Run 1, cell outlines without signal wires:
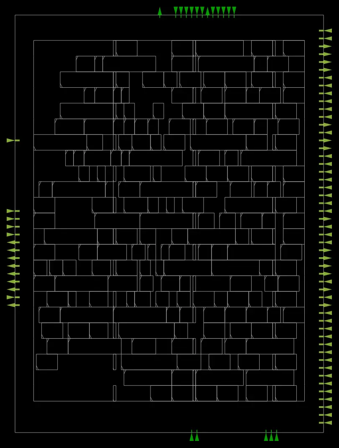
Run 1, signal metal coverage by tile:
11 x 14 tiles, from dark blue (low) to red (high), scaled to the fullest tile. Values are wire area over tile area, all layers added.
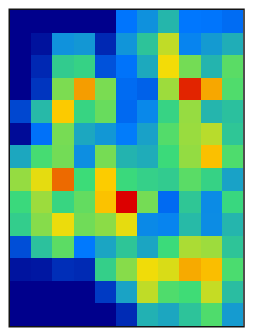
Run 1, placed cells, one colour a class:
Fill, decap, tap and diode cells in grey.
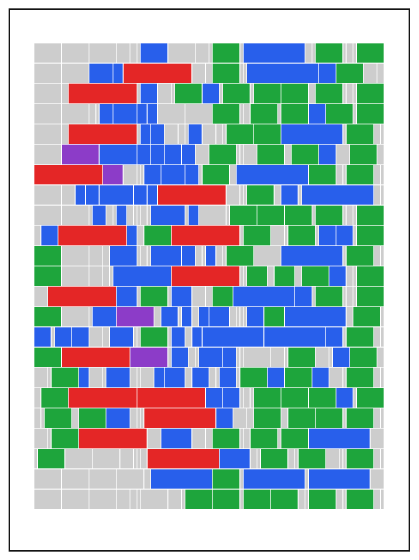
Run 1, port wiring:
Bar = 20 um.
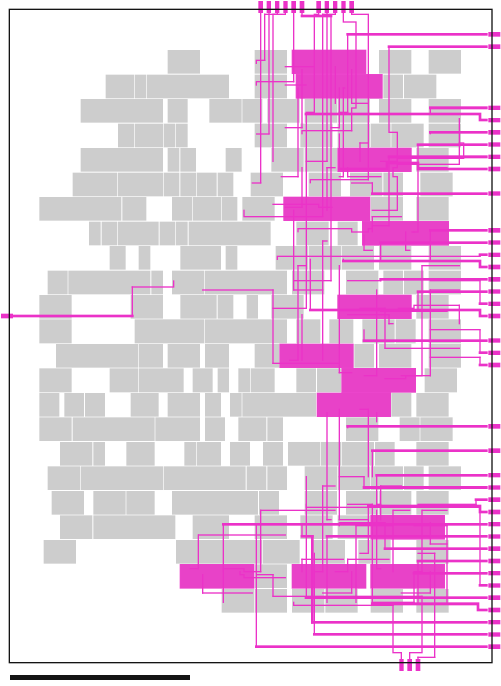
### config.mk
export PLATFORM = sky130hd
export DESIGN_NAME = noc_rr_arbiter
export DESIGN_NICKNAME = d
export VERILOG_FILES = /design/src/rtl/noc_rr_arbiter.sv
export SDC_FILE = /design/constraint.sdc
export NUM_CORES = 1
export LEC_CHECK = 0
export CAP_MARGIN = 20
export CORE_ASPECT_RATIO = 1.4
export CORE_MARGIN = 3
export CORE_UTILIZATION = 40
export CTS_BUF_LIST = sky130_fd_sc_hd__clkbuf_2 sky130_fd_sc_hd__clkbuf_4 sky130_fd_sc_hd__clkbuf_8
export DETAILED_ROUTE_END_ITERATION = 7
export GPL_TIMING_DRIVEN = 1
export PLACE_DENSITY = 0.88
export SLEW_MARGIN = 10
export SYNTH_ARGS = -nofsm -noshare
export SYNTH_HDL_FRONTEND = slang
export SYNTH_SLANG_ARGS = --single-unit
### constraint.sdc
create_clock -name clk -period 3.3 [get_ports clk]
set_input_delay 0.66 -clock clk [delete_from_list [all_inputs] [get_ports clk]]
set_output_delay 0.66 -clock clk [all_outputs]
set_load 0.03 [all_outputs]
### src/rtl/noc_rr_arbiter.sv
// Round-robin packet arbiter: locks the output to one source for a whole packet,
// releasing on end-of-packet or after MAX_BEATS transfers (flagged as an error).
module noc_rr_arbiter #(
  parameter int NUM_SRC   = 4,
  parameter int PKT_W     = 13,
  parameter int MAX_BEATS = 16
) (
  input  logic                     clk,
  input  logic                     reset,
  input  logic [NUM_SRC*PKT_W-1:0] src_packet,
  input  logic [NUM_SRC-1:0]       src_valid,
  output logic [NUM_SRC-1:0]       src_ready,
  output logic [PKT_W-1:0]         dst_packet,
  output logic                     dst_valid,
  input  logic                     dst_ready,
  output logic [NUM_SRC-1:0]       grant,
  output logic                     busy,
  output logic                     err_long_pkt
);

  localparam int IDX_W = (NUM_SRC > 1) ? $clog2(NUM_SRC) : 1;
  localparam int CNT_W = $clog2(MAX_BEATS + 1);

  localparam logic [CNT_W-1:0] BEAT_LIMIT = CNT_W'(MAX_BEATS);
  localparam logic [CNT_W-1:0] BEAT_ONE   = CNT_W'(1);
  localparam logic [IDX_W:0]   SRC_COUNT  = (IDX_W + 1)'(NUM_SRC);
  localparam logic [IDX_W-1:0] LAST_SRC   = IDX_W'(NUM_SRC - 1);

  localparam logic [0:0] S_IDLE   = 1'b0;
  localparam logic [0:0] S_LOCKED = 1'b1;

  logic [0:0]         r_state;
  logic [IDX_W-1:0]   r_owner;
  logic [IDX_W-1:0]   r_last_grant;
  logic [NUM_SRC-1:0] r_grant;
  logic [CNT_W-1:0]   r_beat_cnt;
  logic               r_err;

  logic [PKT_W-1:0]   w_pkt [NUM_SRC];
  logic               w_locked;
  logic               w_any_req;
  logic               w_xfer;
  logic               w_eop;
  logic               w_last_beat;
  logic [IDX_W-1:0]   w_winner;
  logic [CNT_W-1:0]   w_cnt_inc;

  // Search starts one past the previous owner so every source gets a turn.
  function automatic logic [IDX_W-1:0] f_rr_pick(
    input logic [NUM_SRC-1:0] req,
    input logic [IDX_W-1:0]   last
  );
    logic [IDX_W-1:0] pick;
    logic [IDX_W:0]   sum;
    logic             found;
    pick  = '0;
    found = 1'b0;
    for (int off = 1; off <= NUM_SRC; off++) begin
      sum = {1'b0, last} + (IDX_W + 1)'(off);
      if (sum >= SRC_COUNT) begin
        sum = sum - SRC_COUNT;
      end
      if (!found && req[sum[IDX_W-1:0]]) begin
        pick  = sum[IDX_W-1:0];
        found = 1'b1;
      end
    end
    return pick;
  endfunction

  function automatic logic [NUM_SRC-1:0] f_onehot(input logic [IDX_W-1:0] idx);
    logic [NUM_SRC-1:0] oh;
    oh      = '0;
    oh[idx] = 1'b1;
    return oh;
  endfunction

  for (genvar gi = 0; gi < NUM_SRC; gi++) begin : g_unpack
    assign w_pkt[gi] = src_packet[gi*PKT_W +: PKT_W];
  end

  assign w_locked  = (r_state == S_LOCKED);
  assign w_any_req = |src_valid;
  assign w_winner  = f_rr_pick(src_valid, r_last_grant);

  // The owner's handshake is passed straight through, so no beat is buffered here.
  assign dst_packet = w_locked ? w_pkt[r_owner] : '0;
  assign dst_valid  = w_locked & src_valid[r_owner];
  assign src_ready  = w_locked ? (r_grant & {NUM_SRC{dst_ready}}) : '0;

  assign w_xfer      = dst_valid & dst_ready;
  assign w_eop       = dst_packet[PKT_W-1];
  assign w_cnt_inc   = r_beat_cnt + BEAT_ONE;
  assign w_last_beat = (w_cnt_inc == BEAT_LIMIT);

  assign grant        = r_grant;
  assign busy         = w_locked;
  assign err_long_pkt = r_err;

  always_ff @(posedge clk or posedge reset) begin
    if (reset) begin
      r_state      <= S_IDLE;
      r_owner      <= '0;
      r_last_grant <= LAST_SRC;
      r_grant      <= '0;
      r_beat_cnt   <= '0;
      r_err        <= 1'b0;
    end else begin
      r_err <= 1'b0;
      case (r_state)
        S_IDLE: begin
          if (w_any_req) begin
            r_state    <= S_LOCKED;
            r_owner    <= w_winner;
            r_grant    <= f_onehot(w_winner);
            r_beat_cnt <= '0;
          end
        end
        default: begin
          if (w_xfer) begin
            // Release on end-of-packet, or force it once the beat limit is reached.
            if (w_eop || w_last_beat) begin
              r_state      <= S_IDLE;
              r_grant      <= '0;
              r_last_grant <= r_owner;
              r_beat_cnt   <= '0;
              r_err        <= ~w_eop;
            end else begin
              r_beat_cnt <= w_cnt_inc;
            end
          end
        end
      endcase
    end
  end

endmodule
==> results_slide.txt, run 1 <==
Key Metrics from the Run

Synthesis
  • Yosys reg bits: 15
  • Seq/Total Area, Yosys: 29.99%
  • Top cells by count: 14 x and2_1, 13 x dfrtp_1, 11 x mux4_2
  • Async SR Flop Fraction: 100.0%
  • Library cells used by synthesis: 38
  • Yosys top cell by instances: and2_1
  • Yosys Chip Area: 0.001260 mm^2
  • Simple-Gate Area Share: 22.05%
  • Mapped Nets: 173
  • Post-Synth XOR/XNOR Area: 0.6951%
  • Synthesis Warnings: 0
  • Complex Gates by Area: 12.91%
  • Cells after Synth: 113
  • Adder Area Share: 0.9930%
  • Top cells by area: dfrtp_1 26%, mux4_2 20%, and2_1 7.0%
  • Synthesized area per cell: 11.15 um^2

Detailed routing
  • Met3 routed wirelength: 665 um
  • DRT antenna net count: 0
  • Wl on met1: 1417 um
  • Via-per-instance ratio: 5.491
  • Met2 WL: 2060 um

GRT
  • Remaining Overflow, GRT: 0
  • Vias in the first global route: 1,341
  • Tot GR Track Use: 23.23%
  • First-pass GRT wire length: 6665 um
  • Largest net degree at the start of global routing: 26
  • Grt peak-use layer: met2
  • Met3 Use GR: 9.446%
  • Initial antenna violation count: 0
  • Met1 global-route usage: 23.70%

Cells and area
  • Clock-cell share: 2.252%
  • P&R area growth vs syn: 72.00%
  • MI comb area: 832.0 um^2
  • Combinational share of cell area: 38.39%
  • Fill count: 215
  • Diode count: 0
  • Clock buffers: 4
  • Final non-filler cell total: 234
  • Max FFs per register: 5
  • Biggest register: r_beat_cnt
  • Non-clk invs: 3
  • Top cells excl fill/tap: 82 x clkdlybuf4s50_1, 14 x and2_1, 13 x dfrtp_1
  • Dominant class by area: non-clock buffers
  • Register area: 377.9 um^2

Power
  • PD cells: 774.4 mW/mm^2
  • Seq pwr: 0.351 mW
  • Max power group: combinational logic
  • Logic pwr share: 69.6%
  • Worst VDD drop: 0.0005927 V
  • Leakage: 0.8640 nW
  • Clock power share: 9.5%
  • Clock distribution power: 0.159 mW
  • Switching pwr: 0.7297 mW
  • Final Power: 1.678 mW

Worst setup path
  • CP Depth: 4
  • Slowest cell delay on critical path: 0.59 ns
  • Reg2reg path depth: 6
  • Crit end category: output port
  • Worst EP required: 2.64 ns
  • R2r endpoint: r_beat_cnt[3]
  • R2R setup slack: 1.31 ns
  • Slowest cell on crit path: clkdlybuf4s50_1
  • Setup crit end: dst_valid
  • Crit-path cells: clkdlybuf4s50_1 > mux4_2 > and2_1 > clkdlybuf4s50_1
  • CP Data Arrival Time: 2.43 ns
  • CP startpoint kind: primary input
  • Crit path kind: primary input to output port
  • Crit-path max FO: 6

Place
  • RePlAce Congestion: 0.8429
  • Dpl cells: 230
  • Post-Place Setup Slack: 0.2082 ns
  • Dpl hpwl: 3426 um

Timing
  • Setup TNS: 0 ns
  • Hold Vio Cnt, Final: 0
  • Hold Slack: 0.5237 ns
  • Final slew viol count: 0
  • Worst-Margin Slew: 0.6826 ns
  • Fmax: 323.4 MHz
  • Headroom to the max-slew limit: 54.49%
  • Worst Skew: 0.004373 ns

Hold path
  • WHS Path Cells: 1
  • Worst hold path endpoint: grant[0]
  • HP Class: flip-flop to flip-flop

Clock network
  • Num CTS Buffers: 3
  • Clock-pin slew on the worst setup and hold paths: 0.06 ns
  • H-tree levels: 1
  • Max clock buf depth: 2

Die
  • Die Area: 0.003869 mm^2
  • Chip height: 72.41 um
  • Die X: 53.44 um
  • FP Core Util: 42.92%

Status
  • Status: completed

Run
  • Max-Cap Viols: 0
Notes on 'cell outlines without signal wires' above:
FP Rows: 23
Finished Core Util: 73.83%
Well-Tap Cells: 37
flop count: 15
core area: 0.002935 mm^2

Notes on 'signal metal coverage by tile' above:
11% of the tiles are nearly empty. The fullest tile reaches 0.48. The mean over all tiles is 0.19. The emptiest ninth of the die: lower left. 34% of the tiles are over half the peak.
final WL: 4208 um
mean routed wirelength per cell: 17.98 um
total number of vias: 1,285

Notes on 'placed cells, one colour a class' above:
Key: blue = all other logic [cells 92, share of their area 40%]; red = flip-flops [cells 15, share of their area 18%]; green = other buffers and delay cells [cells 86, share of their area 40%]; purple = clock drivers and dummy loads [cells 4, share of their area 2.3%]
Seq area share: 17.44%
final std cell area, no fill: 0.002167 mm^2

Notes on 'port wiring' above:
Key: magenta = src_packet [direction input, end cells 13, buffers 52, wire 1,520 um]
PortBufs: 82
IO Pins: 83

--- run 2 (diff from run 1) ---
==> constraint.sdc (replaced) <==
create_clock -name clk -period 3.3 [get_ports clk]
set_input_delay 0.66 -clock clk [delete_from_list [all_inputs] [get_ports clk]]
set_output_delay 0.66 -clock clk [all_outputs]
set_load 0.05 [all_outputs]
==> run 2 against run 1 <==
Effect of this change: design area is 0.92% lower; clock skew shrank 0.0026 ns; sequential power increased by 1%; non-clock buffer count shrank 2; critical path type unchanged; critical endpoint is now dst_packet[1].
==> results_slide.txt, run 2 <==
Key Metrics from the Run

Worst setup path
  • R2r endpoint: r_beat_cnt[3]
  • Slowest cell on crit path: clkdlybuf4s50_1
  • Crit end category: output port
  • CP startpoint: src_packet[14]
  • Critical path's top delay family: buffers and inverters
  • R2R setup slack: 1.16 ns (-0.15 ns)
  • CP Depth: 4 (unchanged)
  • Crit-path max FO: 1 (-5)
  • CP startpoint kind: primary input
  • Crit path kind: primary input to output port
  • Crit-path cells: clkdlybuf4s50_1 > mux4_1 > and2_1 > clkdlybuf4s50_1
  • Setup crit end: dst_packet[1]
  • Crit-path most repeated cell: clkdlybuf4s50_1
  • Worst EP required: 2.64 ns (about the same)
  • Slowest cell delay on critical path: 0.69 ns (+0.10 ns)
  • Reg2reg path depth: 5 (-1)
  • CP Data Arrival Time: 2.43 ns (about the same)
  • Worst flop-to-flop path startpoint: r_owner[1]

Hold path
  • HP Class: flip-flop to flip-flop
  • Worst hold path endpoint: grant[0]
  • WHS Path Cells: 1 (unchanged)
  • Hold Crit Start: grant[0]

Cells and area
  • Diode count: 0 (unchanged)
  • Non-clk bufs: 84
  • Clock-cell share: 2.273% (+0.021 points)
  • Register area: 377.9 um^2 (unchanged)
  • Max FFs per register: 5 (unchanged)
  • Flop count: 15 (unchanged)
  • Final net count: 256
  • Layout cells sized above 1: 14.36%
  • Clock buffers: 4 (unchanged)
  • Top cells excl fill/tap: 80 x clkdlybuf4s50_1, 14 x and2_1, 13 x dfrtp_1
  • P&R area growth vs syn: 70.41%
  • Non-clk invs: 3 (unchanged)
  • Dominant class by area: combinational gates
  • Combinational share of cell area: 38.75% (+0.36 points)
  • Most frequent logic cell in the layout: clkdlybuf4s50_1
  • MI comb area: 832.0 um^2 (unchanged)
  • Biggest register: r_beat_cnt

Synthesis
  • Syn Std Cell Area: 0.001260 mm^2
  • Ys cells: 113
  • Synth top area share: 25.82%
  • Synthesized area per cell: 11.15 um^2 (unchanged)
  • Adder Area Share: 0.9930% (unchanged)
  • Seq/Total Area, Yosys: 29.99% (unchanged)
  • Synthesis Warnings: 0 (unchanged)
  • Yosys reg bits: 15 (unchanged)
  • Simple-Gate Area Share: 22.05% (unchanged)
  • Yosys top cell by instances: and2_1
  • Mapped Nets: 173 (unchanged)
  • Synth Flop Type: dfrtp_1
  • Cells after Synth: 113 (unchanged)
  • Async SR Flop Fraction: 100.0% (unchanged)
  • Comb area leader: multiplexers
  • Complex Gates by Area: 12.91% (unchanged)
  • Post-Synth XOR/XNOR Area: 0.6951% (unchanged)
  • Top cells by area: dfrtp_1 26%, mux4_2 20%, and2_1 7.0%
  • Area leader, netlist: dfrtp_1
  • Yosys Chip Area: 0.001260 mm^2 (unchanged)
  • Flip-flops with a built-in enable: 0
  • Top cells by count: 14 x and2_1, 13 x dfrtp_1, 11 x mux4_2
  • Library cells used by synthesis: 38 (unchanged)

Power
  • Worst VDD drop: 0.0006013 V (+1.5%)
  • Sw Share: 50.22%
  • Seq pwr: 0.356 mW (+1%)
  • Max power group: combinational logic
  • P_comb: 1.35 mW
  • Final Power: 1.863 mW (+11%)
  • Clock power share: 8.4% (-1.1 points)
  • PD cells: 867.7 mW/mm^2 (+12%)
  • Clock distribution power: 0.157 mW (about the same)
  • Logic pwr share: 72.5% (+2.9 points)
  • Leakage: 0.8564 nW (-0.88%)
  • Switching pwr: 0.9356 mW (+28%)

Clock network
  • H-tree levels: 1 (unchanged)
  • Post-CTS Setup Bufs: 0
  • PostCTS Resize Cnt: 0
  • Latency at later pin: 0.25 ns
  • Num CTS Buffers: 3 (unchanged)
  • Max clock buf depth: 2 (unchanged)
  • Clock-pin slew on the worst setup and hold paths: 0.06 ns (about the same)
  • Clk sinks: 15

Timing
  • Fin crit period: 3.091 ns
  • Hold Slack: 0.5253 ns (+0.001597 ns)
  • Worst-Margin Slew: 0.7064 ns (+0.02376 ns)
  • Setup ws final: 0.2091 ns
  • Fmax: 323.5 MHz (about the same)
  • Unrepaired setup endpoints after global routing: no
  • Cycle use final: 93.66%
  • Final slew viol count: 0 (unchanged)
  • Hold Vio Cnt, Final: 0 (unchanged)
  • Setup TNS: 0 ns (unchanged)
  • Endpoints failing setup: 0
  • Worst Skew: 0.001740 ns (-0.002632 ns)
  • Headroom to the max-slew limit: 52.91% (-1.6 points)

GRT
  • Initial antenna violation count: 0 (unchanged)
  • Vias in the first global route: 1,345 (+0.30%)
  • Met2 GRT Util: 38.06%
  • Largest net degree at the start of global routing: 26 (unchanged)
  • Met3 Use GR: 7.392% (-2.1 points)
  • Tot GR Track Use: 21.62% (-1.6 points)
  • Met1 global-route usage: 24.17% (+0.47 points)
  • First-pass GRT wire length: 6341 um (-4.9%)
  • Grt peak-use layer: met2
  • Remaining Overflow, GRT: 0 (unchanged)

Run
  • Max-Cap Viols: 0 (unchanged)
  • Tool warning count: 26

Die
  • FP Rows: 23 (unchanged)
  • Die X: 53.44 um (unchanged)
  • Chip height: 72.41 um (unchanged)
  • Well-Tap Cells: 37 (unchanged)
  • FP Core Util: 42.92% (unchanged)
  • IO Pins: 83 (unchanged)
  • Die Area: 0.003869 mm^2 (unchanged)
  • Core area: 0.002935 mm^2 (unchanged)

Place
  • Dpl hpwl: 3290 um (-4.0%)
  • RePlAce Congestion: 0.8608 (+2.1%)
  • Dpl cells: 228 (-0.87%)
  • PortBufs: 82 (unchanged)
  • Post-Place Setup Slack: 0.1953 ns (-0.01291 ns)
  • Area post-placement: 0.002098 mm^2

Detailed routing
  • # DRC: 0
  • DR top layer: met4
  • Met3 routed wirelength: 520 um (-22%)
  • Pre-antenna DRT Iters: 4
  • Met2 WL: 1967 um (-4.5%)
  • Via-per-instance ratio: 5.522 (+0.55%)
  • DRT antenna net count: 0 (unchanged)
  • Final WL: 4068 um (-3.3%)
  • Mean routed wirelength per cell: 17.53 um (-2.5%)
  • Wl on met1: 1534 um (+8.3%)
  • Total number of vias: 1,281 (-0.31%)

Status
  • Status: completed
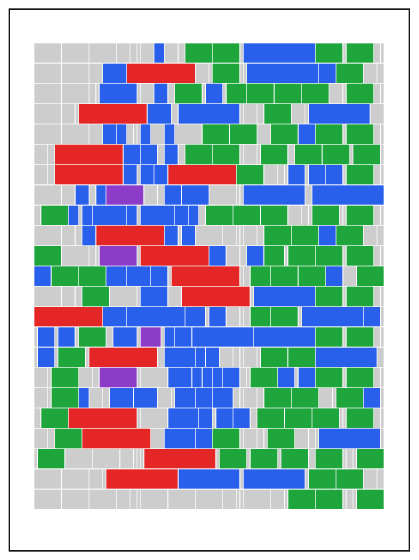
Run 2: placed cells, one colour a class
Fill, decap, tap and diode cells in grey.
Key: green = other buffers and delay cells [cells 84, share of their area 40%]; red = flip-flops [cells 15, share of their area 18%]; blue = all other logic [cells 92, share of their area 40%]; purple = clock drivers and dummy loads [cells 4, share of their area 2.3%]
Finished Core Util: 73.15%
final std cell area, no fill: 0.002147 mm^2
Seq area share: 17.60%

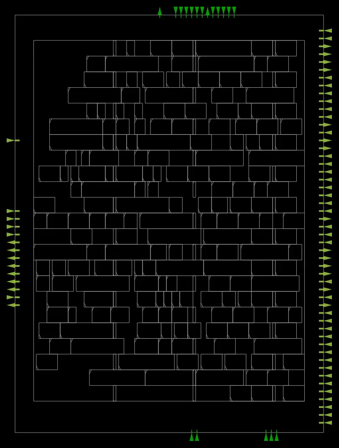
Run 2: cell outlines without signal wires
fill count: 206
final non-filler cell total: 232

Power and IR drop assume default switching activity.
